**Run 1: cell classes on the final placement**

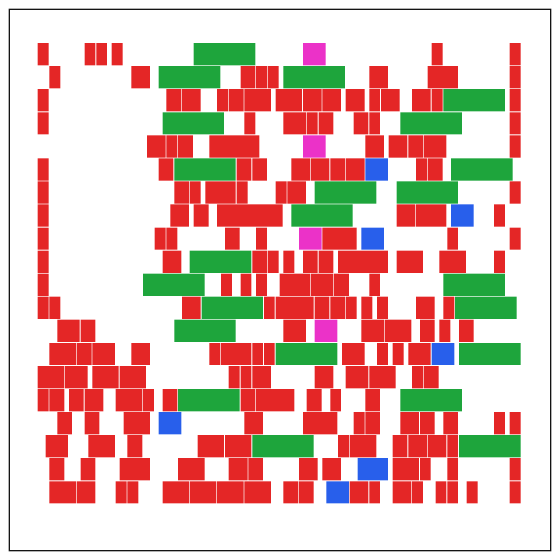
**Run 1: sequential cells coloured by netlist name**

Scale bar: 20 um.
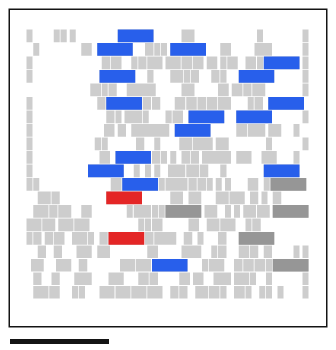
**Run 1: routed clock nets over the placement**

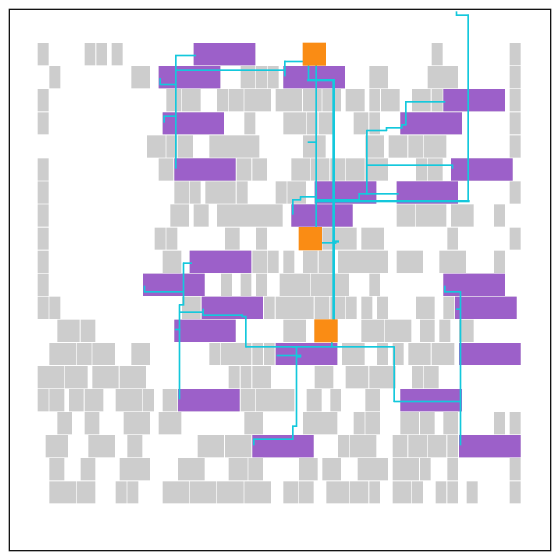
**src/rtl/hazard_controller.sv**
```systemverilog
// Pipeline hazard sequencer: forwarding selects, load-use/branch/memory-wait control and debug drain/halt.
// Optional saturating performance counters are built when HAZARD_PERF_CNT_EN is defined.
module hazard_controller #(
  parameter int MEM_TIMEOUT  = 16,
  parameter int DRAIN_CYCLES = 3,
  parameter int R0_IS_ZERO   = 1
) (
  input  logic        clk,
  input  logic        rst,
  input  logic [2:0]  rs1_d,
  input  logic [2:0]  rs2_d,
  input  logic        uses_rs1_d,
  input  logic        uses_rs2_d,
  input  logic [2:0]  rs1_e,
  input  logic [2:0]  rs2_e,
  input  logic [2:0]  rd_e,
  input  logic        write_reg_e,
  input  logic        load_e,
  input  logic        branch_taken_e,
  input  logic [2:0]  rd_m,
  input  logic        write_reg_m,
  input  logic        mem_req_m,
  input  logic        mem_ready,
  input  logic [2:0]  rd_w,
  input  logic        write_reg_w,
  input  logic        halt_req,
  input  logic        resume,
  output logic        stall_f,
  output logic        stall_d,
  output logic        flush_d,
  output logic        flush_e,
  output logic        freeze,
  output logic [1:0]  fwd_a,
  output logic [1:0]  fwd_b,
  output logic        halted,
  output logic        mem_err,
  output logic [15:0] stall_cycles,
  output logic [15:0] flush_cycles
);

  typedef enum logic [1:0] {RUN, MEM_WAIT, DRAIN, HALT} state_t;

  localparam int DW = (DRAIN_CYCLES > 1) ? $clog2(DRAIN_CYCLES) : 1;
  localparam logic [DW-1:0] DRAIN_LAST = DW'(DRAIN_CYCLES - 1);
  localparam logic [15:0]   WAIT_LAST  = 16'(MEM_TIMEOUT - 1);

  state_t        state_q, state_d;
  logic [DW-1:0] drain_cnt_q, drain_cnt_d;
  logic [15:0]   wait_cnt_q, wait_cnt_d;
  logic          halt_pend_q, halt_pend_d;
  logic          mem_err_q, mem_err_d;
  logic          from_drain_q, from_drain_d;
  logic          mem_stall, load_use, flush_cause;

  function automatic logic reg_match(input logic [2:0] a, input logic [2:0] b);
    return (a == b) && !((R0_IS_ZERO != 0) && (a == 3'd0));
  endfunction

  always_comb begin
    fwd_a = 2'b00;
    fwd_b = 2'b00;
    if (write_reg_m && reg_match(rd_m, rs1_e))      fwd_a = 2'b10;
    else if (write_reg_w && reg_match(rd_w, rs1_e)) fwd_a = 2'b01;
    if (write_reg_m && reg_match(rd_m, rs2_e))      fwd_b = 2'b10;
    else if (write_reg_w && reg_match(rd_w, rs2_e)) fwd_b = 2'b01;
  end

  assign mem_stall = mem_req_m && !mem_ready;
  assign load_use  = load_e && write_reg_e &&
                     ((uses_rs1_d && reg_match(rd_e, rs1_d)) ||
                      (uses_rs2_d && reg_match(rd_e, rs2_d)));

  // Pipeline control outputs; a memory stall freezes everything except in HALT
  always_comb begin
    stall_f     = 1'b0;
    stall_d     = 1'b0;
    flush_d     = 1'b0;
    flush_e     = 1'b0;
    freeze      = 1'b0;
    flush_cause = 1'b0;
    if (!rst) begin
      if (mem_stall && state_q != HALT) begin
        freeze  = 1'b1;
        stall_f = 1'b1;
        stall_d = 1'b1;
      end else if (state_q == HALT) begin
        stall_f = 1'b1;
        stall_d = 1'b1;
        flush_e = 1'b1;
      end else if (state_q == DRAIN) begin
        stall_f     = 1'b1;
        stall_d     = 1'b1;
        flush_e     = 1'b1;
        flush_d     = branch_taken_e;
        flush_cause = branch_taken_e;
      end else if (branch_taken_e) begin
        flush_d     = 1'b1;
        flush_e     = 1'b1;
        flush_cause = 1'b1;
      end else if (load_use) begin
        stall_f     = 1'b1;
        stall_d     = 1'b1;
        flush_e     = 1'b1;
        flush_cause = 1'b1;
      end
    end
  end

  assign halted  = !rst && (state_q == HALT);
  assign mem_err = mem_err_q;

  always_comb begin
    state_d      = state_q;
    drain_cnt_d  = drain_cnt_q;
    wait_cnt_d   = wait_cnt_q;
    halt_pend_d  = halt_pend_q;
    mem_err_d    = mem_err_q;
    from_drain_d = from_drain_q;
    case (state_q)
      RUN: begin
        if (mem_stall) begin
          state_d      = MEM_WAIT;
          from_drain_d = 1'b0;
          wait_cnt_d   = '0;
          if (halt_req) halt_pend_d = 1'b1;
        end else if (halt_req || halt_pend_q) begin
          state_d     = DRAIN;
          drain_cnt_d = '0;
          halt_pend_d = 1'b0;
        end
      end
      MEM_WAIT: begin
        if (halt_req) halt_pend_d = 1'b1;
        if (!mem_stall) begin
          wait_cnt_d = '0;
          if (from_drain_q) begin
            state_d     = DRAIN;
            halt_pend_d = 1'b0;
          end else begin
            state_d = RUN;
          end
        end else if (wait_cnt_q == WAIT_LAST) begin
          state_d    = HALT;
          mem_err_d  = 1'b1;
          wait_cnt_d = '0;
        end else begin
          wait_cnt_d = wait_cnt_q + 16'd1;
        end
      end
      // Frozen drain cycles do not count as injected bubbles
      DRAIN: begin
        if (mem_stall) begin
          state_d      = MEM_WAIT;
          from_drain_d = 1'b1;
          wait_cnt_d   = '0;
        end else if (drain_cnt_q == DRAIN_LAST) begin
          state_d = HALT;
        end else begin
          drain_cnt_d = drain_cnt_q + DW'(1);
        end
      end
      HALT: begin
        if (resume) begin
          state_d     = RUN;
          mem_err_d   = 1'b0;
          halt_pend_d = 1'b0;
        end
      end
      default: state_d = RUN;
    endcase
  end

  always_ff @(posedge clk) begin
    if (rst) begin
      state_q      <= RUN;
      drain_cnt_q  <= '0;
      wait_cnt_q   <= '0;
      halt_pend_q  <= 1'b0;
      mem_err_q    <= 1'b0;
      from_drain_q <= 1'b0;
    end else begin
      state_q      <= state_d;
      drain_cnt_q  <= drain_cnt_d;
      wait_cnt_q   <= wait_cnt_d;
      halt_pend_q  <= halt_pend_d;
      mem_err_q    <= mem_err_d;
      from_drain_q <= from_drain_d;
    end
  end

`ifdef HAZARD_PERF_CNT_EN
  logic [15:0] stall_cycles_q, stall_cycles_d;
  logic [15:0] flush_cycles_q, flush_cycles_d;

  always_comb begin
    stall_cycles_d = stall_cycles_q;
    flush_cycles_d = flush_cycles_q;
    if (stall_f && (state_q == RUN || state_q == MEM_WAIT) && stall_cycles_q != 16'hFFFF)
      stall_cycles_d = stall_cycles_q + 16'd1;
    if (flush_cause && flush_cycles_q != 16'hFFFF)
      flush_cycles_d = flush_cycles_q + 16'd1;
  end

  always_ff @(posedge clk) begin
    if (rst) begin
      stall_cycles_q <= '0;
      flush_cycles_q <= '0;
    end else begin
      stall_cycles_q <= stall_cycles_d;
      flush_cycles_q <= flush_cycles_d;
    end
  end

  assign stall_cycles = stall_cycles_q;
  assign flush_cycles = flush_cycles_q;
`else
  assign stall_cycles = 16'h0000;
  assign flush_cycles = 16'h0000;
`endif

endmodule

```
**config.mk**
```make
export PLATFORM = sky130hd
export DESIGN_NAME = hazard_controller
export DESIGN_NICKNAME = d
export VERILOG_FILES = /design/src/rtl/hazard_controller.sv
export SDC_FILE = /design/constraint.sdc
export NUM_CORES = 1
export LEC_CHECK = 0
export CAP_MARGIN = 30
export CORE_MARGIN = 3
export CORE_UTILIZATION = 55
export CTS_BUF_LIST = sky130_fd_sc_hd__clkbuf_4 sky130_fd_sc_hd__clkbuf_8
export CTS_CLUSTER_DIAMETER = 50
export DETAILED_ROUTE_END_ITERATION = 10
export DONT_BUFFER_PORTS = 1
export PLACE_DENSITY = 0.7
export SETUP_SLACK_MARGIN = 0.2
export SYNTH_ARGS = -nofsm -noshare
export SYNTH_HDL_FRONTEND = slang
export SYNTH_SLANG_ARGS = --single-unit
```
**constraint.sdc**
```tcl
create_clock -name clk -period 2.4 [get_ports clk]
set_clock_uncertainty 0.15 [all_clocks]
set_input_delay 0.36 -clock clk [delete_from_list [all_inputs] [get_ports clk]]
set_output_delay 0.36 -clock clk [all_outputs]
set_load 0.02 [all_outputs]
```
==> run notes, run 1 <==
The full implementation flow was run.

The total negative slack stands at 0 ns. The count of endpoints failing setup in the final report stands at 0. The number of cells traversed by the worst register-to-register path stands at 7. Global routing used 17.8% of the available tracks. Following the worst setup path forward leads to its endpoint at flush_e. The die width stands at 63.7 um. The cell count after synthesis came out at 240.

The fraction of registers with async set/reset stands at 0%. The main area contributors are dfxtp_1, buf_4, xnor2_1, a31oi_1, nor2_1. IR analysis of the VDD net gives a maximum drop of 0.179 mV.

The post-synth register bit count is 23. The area of the mapped netlist stands at 0.00183 mm^2. The count of H-tree levels built during CTS stands at 1. Per the synthesis report, the dominant area consumer among library cells is dfxtp_1.

The critical path arrival stands at 1.49 ns. The number of vias in the routed layout stands at 1561. Each instance of the synthesized netlist takes up on average 7.63 um^2. The commonest register cell is dfxtp_1. Entering global routing, the biggest net connects 17 pins.

In the setup report, the worst path falls into the class flip-flop to primary output. The tool flagged a number of max-cap violations equal to 0. For this run, the script counts the antenna cells in the layout as 0. The floorplan die height stands at 63.7 um. The die covers 0.00406 mm^2.

The post-synthesis chip area from yosys stands at 0.00183 mm^2. STA classifies the critical path startpoint as a flip-flop. The number of antenna violations at the first check in global routing is 0. During synthesis, Yosys emitted a total of 0 warnings. Summing over the stages, the warning tally comes to 27. The flow ran to the end, and the final reports show no timing, DRC or antenna violations. The clock net in this run drives a total of 23 sinks.

For the completed layout, the total cell area is recorded as 0.00179 mm^2. The number of buffers between clock root and the deepest sink stands at 2. The count of input and output buffers stands at 0. The global-route wire length before repair stands at 5.93 mm. The number of nets in the layout stands at 278. The final tally of hold violations stands at 0.

The share of the synthesized area in the top cell type stands at 25.2%. The maximum operating frequency stands at 500 MHz. Sorting the synthesized cells by how often they occur yields buf_4, dfxtp_1, nor2_1. The routed design has 3.66 mm of wire. Global routing finished with a remaining overflow of 0.

Dividing the final minimum period by the clock period gives 83.3%. TritonCTS built the clock tree. The last weighted congestion value of the routability-driven placer stands at 0.846. The via count normalized by instance count stands at 5.48. The fraction of final layout cells with drive strength greater than 1 stands at 6.64%. The detailed-placement wirelength estimate stands at 2.76 mm. In this run the static leakage power is 0.708 nW. The clock transition at the register clock pins on the worst setup and hold paths after CTS stands at 0.13 ns.

The number of buffers created by CTS stands at 3. The type recorded for the worst min-delay path is input port to flip-flop. Per the timing report, the most critical flop-to-flop path originates at wait_cnt_q[0]. The via count of the first global-routing pass stands at 1338. Fill cells in the final layout number 299.

The required time of the critical path stands at 1.89 ns. Between the synthesized netlist and the finished layout, the area growth was recorded as -2.19%. The number of distinct library cells after synthesis stands at 49. The total iterations of the first detailed-routing run stands at 4.

The share of the core area taken by cells at floorplan is 59.0%. The worst path in the final design needs a cycle of 2.00 ns, including I/O delays and setup. The final timing report lists a max-slew violation count of 0.

The tree is rooted in a clkbuf_4. Per the summary, power density relative to cell area is 431 mW/mm^2. The synthesized design contains 0 enable-type register cells. The worst setup path is captured at a primary output. For this run, design rule violations remaining after detail routing come to 0. The remaining number of nets flagged by the antenna check after routing stands at 0. The critical path starts at state_q[1].

The number of standard cells reported by yosys stands at 240. For this sky-water flow run, the detailed-routed wirelength per cell is reported as 12.8 um. The I/O pin count stands at 77.

The placement stage leaves a total instance area of 0.00174 mm^2. Sorting the synthesis cell report by count puts at the top buf_4. For the worst reg-to-reg path, the endpoint reported by OpenROAD is wait_cnt_q[12].

The largest fanout on the critical path stands at 14. The share of the Yosys chip area taken by registers is 25.2%. Setup slack on the worst reg-to-reg path comes out at 0.43 ns.

Setup repair after global routing left no endpoint under its margin. The first routing iteration left 153 violations.
-- 'cell classes on the final placement' (at the start) --
| class | colour | cells | share of their area |
|---|---|---|---|
| other buffers and delay cells | blue | 7 | 3.2% |
| flops | green | 23 | 27% |
| clock drivers and dummy loads | magenta | 4 | 1.7% |
| combinational and other logic | red | 207 | 69% |
count of standard-cell rows: 20
core area: 0.00310 mm^2

-- 'sequential cells coloured by netlist name' (at the start) --
| signal | colour | sequential cells |
|---|---|---|
| wait_cnt_q | blue | 16 |
| drain_cnt_q | red | 2 |
final core occ: 57.7%
reported sequential group power: 402 uW
flip-flop and latch share of the layout cell area: 25.7%
sequential cell area: 460 um^2

-- 'routed clock nets over the placement' (at the start) --
[clock drivers] orange | count: 3
[clock wires] cyan | length: 298 um
[flip-flops] purple | count: 23
routed clock nets: 4
clock network power consumption: 197 uW
later-pin clock latency in the skew report: 0.32 ns
relative contribution of the clock network to total power: 25.5%

[run 1: layout make-up]
| type | instances | area, um^2 | share of cell area, % |
|---|---|---|---|
| clock buffer | 4 | 30.0 | 1.68 |
| inverter | 6 | 22.5 | 1.26 |
| multi-input combinational | 201 | 1170 | 65.2 |
| sequential | 23 | 460 | 25.7 |
| tap | 44 | 55.1 | 3.07 |
| timing repair buffer | 7 | 55.1 | 3.07 |
[run 1: routing by layer]
| metal | up-vias | track usage (%) | routed length, um |
|---|---|---|---|
| met4 | 0 | 7.82 | 48 |
| li1 | 800 | - | - |
| met5 | - | 0 | 0 |
| met1 | 695 | 23.7 | 1660 |
| met2 | 61 | 28.8 | 1720 |
| met3 | 5 | 1.78 | 221 |
[run 1: critical path: stages, from the launching register on]
cell and delay (ns):
dfxtp_1 0.58, o21ai_0 0.18, a21oi_1 0.41
[run 1: state kept, by name, summed over array words and instances (netlist names)]
| signal | flops |
|---|---|
| state_q | 2 |
| from_drain_q | 1 |
| mem_err | 1 |
| wait_cnt_q | 16 |
| halt_pend_q | 1 |
| drain_cnt_q | 2 |
[run 1: how the worst min path moves through the flow]
stage	startpoint	endpoint	slack, ns	cells after the start
global route	rst	state_q[1]	0.09	2
CTS	rst	state_q[1]	0.07	2
floorplan	drain_cnt_q[1]	drain_cnt_q[1]	0.29	2
global placement	rst	from_drain_q	0.28	1
detailed placement	rst	from_drain_q	0.28	1
finish	rst	state_q[1]	0.07	2
[run 1: through the flow]
| stage | hold slack, ns | std cells | total power, mW | setup slack [ns] |
|---|---|---|---|---|
| 3_3_place_gp | 0.281 | 279 | 0.574 | 0.480 |
| 4_1_cts | 0.0676 | 284 | 0.770 | 0.393 |
| 5_1_grt | 0.0898 | 285 | 0.804 | 0.263 |
| 6_report | 0.0704 | 285 | 0.771 | 0.402 |
| 3_5_place_dp | 0.284 | 279 | 0.577 | 0.423 |
| 2_1_floorplan | 0.286 | 271 | 0.603 | 0.296 |
[run 1: power by group]
part / switching, mW / internal [mW]
clock network: 0.120 / 0.0763
logic: 0.116 / 0.0561
registers: 0.0123 / 0.389
total: 0.249 / 0.522
[run 1: cell usage in the layout, fill, tap and decap left out, types with 5 or more instances in the layout]
cell type,Yosys,layout
conb_1,1,32
nor2_1,23,23
dfxtp_1,23,23
nand2_1,20,20
a21oi_1,17,17
a31oi_1,14,14
xnor2_1,13,13
nand3_1,9,9
nor3_1,9,9
inv_1,6,6
o21ai_0,6,6
buf_4,34,6
and3_1,5,5
nand2b_1,5,5
[run 1: kinds of logic after synthesis]
family,after synthesis,share of synthesized area (%)
mux,1,0.547
buf+inv,47,17.4
other cells,1,0.205
fa+ha+maj,2,1.37
flops,23,25.2
xor+xnor,15,7.18
compound gates,58,20.2
simple gates,93,27.9
[run 1: repair_timing]
action	CTS	global route
gates resized	0	0
setup endpoints to repair	0	7
endpoints found under the hold margin	7	0
buffers inserted	0	1
hold buffers	1	0
==> inputs of run 2 (changes only) <==
clock period = 1.9 ns   (was 2.4 ns; I/O delays follow)
==> run 2 against run 1 <==
  * Sequential power up 24%
  * Clock power up 15%
  * Routed wire length up 13%
  * Die size unchanged
  * First-iteration DRC count down 40%
  * Total power up 36%
  * Critical path depth up 5
  * Critical path type is now flip-flop to flip-flop
==> run notes, run 2 <==
The full implementation flow was run.

The count of endpoints failing setup in the final report stands at 0. The power density of the placed cells stands at 486 mW/mm^2. STA reports the tightest min-delay check as being of type input port to flip-flop. In the placement report, post-DP HPWL is listed as 2.96 mm. On the critical path the data arrives at 1.85 ns.

In this run, synthesis inferred 0 flip-flops with an integrated enable. The slack of the worst reg-to-reg path stands at 0.11 ns. In this run the clock root is driven by a clkbuf_4. Among logic cells in the layout, the one with the most instances is conb_1.

The post-route netlist has 27.6% of its cells at a drive strength greater than 1. The global route total overflow stands at 0. The number of antenna violations at the first check in global routing came to 0. Of all cell types, the one taking the most synthesized area is dfxtp_1. wait_cnt_q holds more flip-flops than any other register.

Among all stages on the critical path, the maximum delay recorded is 0.38 ns. The via count of the first global-routing pass stands at 1438. The region available for standard cell placement spans 0.00310 mm^2.

The number of cells traversed by the worst register-to-register path stands at 7. The initialized floorplan defines 20 standard-cell rows. Dividing the synthesized area by the synthesized cell count gives 7.63 um^2. The worst setup path is captured at a flip-flop. The launch point of the critical path was reported as wait_cnt_q[1]. The violation count after the first detailed-routing iteration stands at 92.

After filler insertion, the fill cell instance count of the layout stands at 270. The number of maximum-capacitance violations recorded for the run is 0. The launch point of the worst register-to-register path is recorded as wait_cnt_q[1]. Buffers placed on the I/O ports in this run total 0. The total count of max-transition violations in the final report stands at 0. The synthesis report lists the Yosys warning total as 0. In the CTS report, the clock slew at the register clock pins of the worst setup and hold paths is listed as 0.13 ns. The worst path in the final design needs a cycle of 1.79 ns, including I/O delays and setup. The setup path with the least slack is of type flip-flop to flip-flop. In the routed layout, each cell is associated on average with a via count of 5.41. Listed in order, past its start point the critical path passes ha_4, and4b_1, and4_4, nor3_4, buf_6, and3_4, a221o_1. For reference, the final report shows the hold violation count at 0.

The largest net degree at the start of global routing stands at 14. Dividing the final minimum period by the clock period gives 94.2%. Setup repair after global routing could not meet its margin everywhere. The final worst setup slack stands at 0.109 ns. The average wire length per cell after detail routing stands at 13.2 um. The worst setup timing slack at the placement stage stands at 0.0252 ns. On the critical path, the stage with the largest delay is an instance of dfxtp_4. The required time of the critical path stands at 1.96 ns. The count of H-tree levels built during CTS stands at 1. The die footprint stands at 0.00406 mm^2. The largest registers in the layout are wait_cnt_q x16, drain_cnt_q x2, state_q x2. The share of the synthesized area in the top cell type stands at 25.2%. The number of standard cells reported by yosys stands at 240. The flow reports an fmax of 558 MHz. The number of warning messages in the logs stands at 30. Counting along the longest clock path gives a buffer depth of 2.

The largest fanout on the critical path stands at 6. The routed design has 4.12 mm of wire. The die width stands at 63.7 um. The worst hold slack across all endpoints stands at 0.0483 ns. The synthesis report gives the async set-or-reset register share as 0%. The number of inserted diodes stands at 0. During I/O placement, the number of pins put on the boundary was 77.

The share of the Yosys chip area taken by registers is 25.2%. In the global route stage, overall resource usage came out at 18.8%. TritonCTS built the clock tree. After synthesis, the cell types taking the most area are dfxtp_1, buf_4, xnor2_1, a31oi_1, nor2_1. The number of cells produced by synthesis stands at 240.

Looking at the gate-level netlist, the highest instance count belongs to buf_4. The flow ran to the end, and the final reports show no timing, DRC or antenna violations. By count the netlist is led by buf_4, dfxtp_1, nor2_1.

The area of the mapped netlist stands at 0.00183 mm^2. The global-route wire length before repair stands at 6.33 mm. Before antenna repair, the detailed router went through 4 iterations. The area growth from synthesis to layout stands at 17.4%. For this run, the leading register cell type out of synthesis is dfxtp_1.

The chip area line in the Yosys stat output reads 0.00183 mm^2. Summed over all cells, the static leakage comes to 0.881 nW. The number of vias in the routed layout stands at 1689.

The worst register-to-register path ends at wait_cnt_q[15]. The placed cell count stands at 293. The congestion estimate from routability-driven global placement came to 0.777. According to the timing report, the critical path is captured at wait_cnt_q[15].

The most common logic cells in the final layout are conb_1, buf_4, nor2_1, nand2_1, a21oi_1. Synthesis inferred 23 register bits. In the final timing run, aggregate negative setup slack is 0 ns.

The remaining number of nets flagged by the antenna check after routing stands at 0. The register with the most flip-flops in the layout has 16 of them. The share of the core filled by cells before placement stands at 59.0%. The number of distinct library cells after synthesis stands at 49. STA classifies the critical path startpoint as a flip-flop. The floorplan die height stands at 63.7 um.

The DRC violations left stands at 0. In this run the VDD rail shows a maximum IR drop of 0.214 mV. The clock latency at the later pin of the worst-skew pair stands at 0.32 ns.

The net count of the finished layout is 305. The final report lists a non-filler cell total of 312.
-- run 2: repair_timing --
item,in CTS,in global routing
hold buffers,1,0
setup endpoints to repair,19,24
setup buffers,9,4
endpoints found under the hold margin,8,0
pin swaps,6,10
gates cloned,0,1
resized,12,25
-- run 2: how the worst min path moves through the flow --
stage	from	depth (start not counted)	to
global placement	rst	1	from_drain_q
floorplan	drain_cnt_q[1]	2	drain_cnt_q[1]
global route	resume	2	state_q[1]
CTS	resume	3	halt_pend_q
detailed placement	rst	1	wait_cnt_q[1]
finish	resume	3	state_q[0]
-- run 2: cell families after synthesis --
kind of cell               Yosys count  share of synthesized area (%)
and+or+nand+nor                     93                           27.9
AOI/OAI and AO/OA                   58                           20.2
buffers and inverters               47                           17.4
DFF                                 23                           25.2
xor gates and xnor gates            15                           7.18
adders and majority gates            2                           1.37
other                                1                          0.205
muxes                                1                          0.547
-- run 2: worst max-delay path, delay by kind of cell (launching register included) --
kind | cells | cell delay, ns
and+or+nand+nor | 4 | 0.64
DFF | 1 | 0.38
adders and majority gates | 1 | 0.14
buffers and inverters | 1 | 0.13
AOI/OAI and AO/OA | 1 | 0.24
-- run 2: report_power, final --
group | internal, mW | switching [mW] | total, mW
Combinational | 0.131 | 0.187 | 0.318
Clock | 0.0788 | 0.148 | 0.227
Sequential | 0.492 | 0.00834 | 0.500
-- run 2: layout make-up --
cell class / count / area [um^2] / share of cell area (%)
Timing Repair Buffer: 34 / 278 / 12.9
Multi-Input combinational cell: 201 / 1290 / 60.1
Sequential cell: 23 / 473 / 22.0
Tap cell: 44 / 55.1 / 2.56
Clock buffer: 3 / 22.5 / 1.05
Clock inverter: 1 / 5.00 / 0.233
Inverter: 6 / 25.0 / 1.16
-- run 2: metrics by stage --
step	area [um^2]	utilization, %	power, mW
after detailed placement	1890	60.9	0.756
after global routing	2150	69.3	1.10
final	2150	69.3	1.05
after CTS	2030	65.4	1.02
after floorplan	1990	-	0.770
after global placement	1890	60.9	0.754
-- run 2: layer usage --
layer	global-route usage (%)	up-vias	wire [um]
li1	-	854	-
met1	24.4	777	1790
met2	31.9	54	2070
met3	4.10	4	226
met4	3.77	0	33
met5	0	-	0
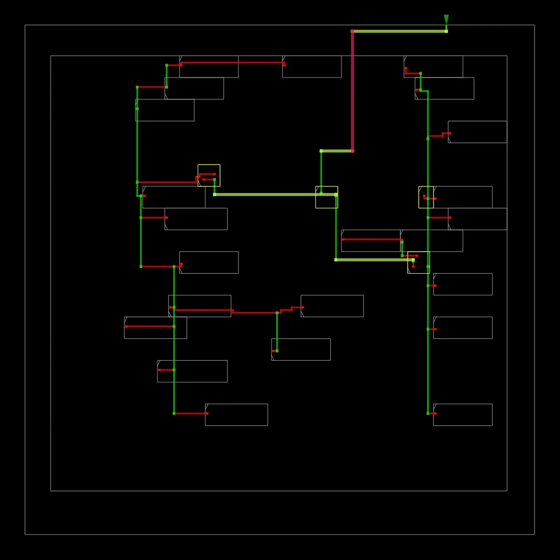
**Above:** run 2 (clock wiring as the flow saved it).
number of sequential cells in the layout: 23
number of CTS-inserted buffers: 3
Clock Sink Count: 23
clock network power consumption: 227 uW

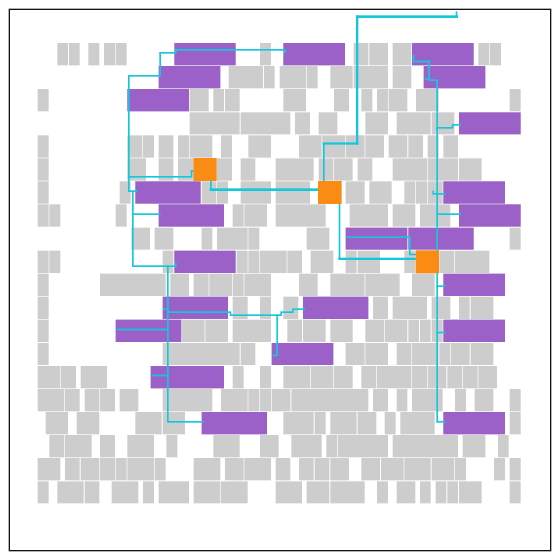
**Above:** run 2 (routed clock nets over the placement).
[clock wires] cyan | length: 260 um
[flip-flops] purple | count: 23
[clock drivers] orange | count: 3
routed clock nets: 4
relative contribution of the clock network to total power: 21.7%

No activity file was given, so power comes from the tool's default toggle rates.
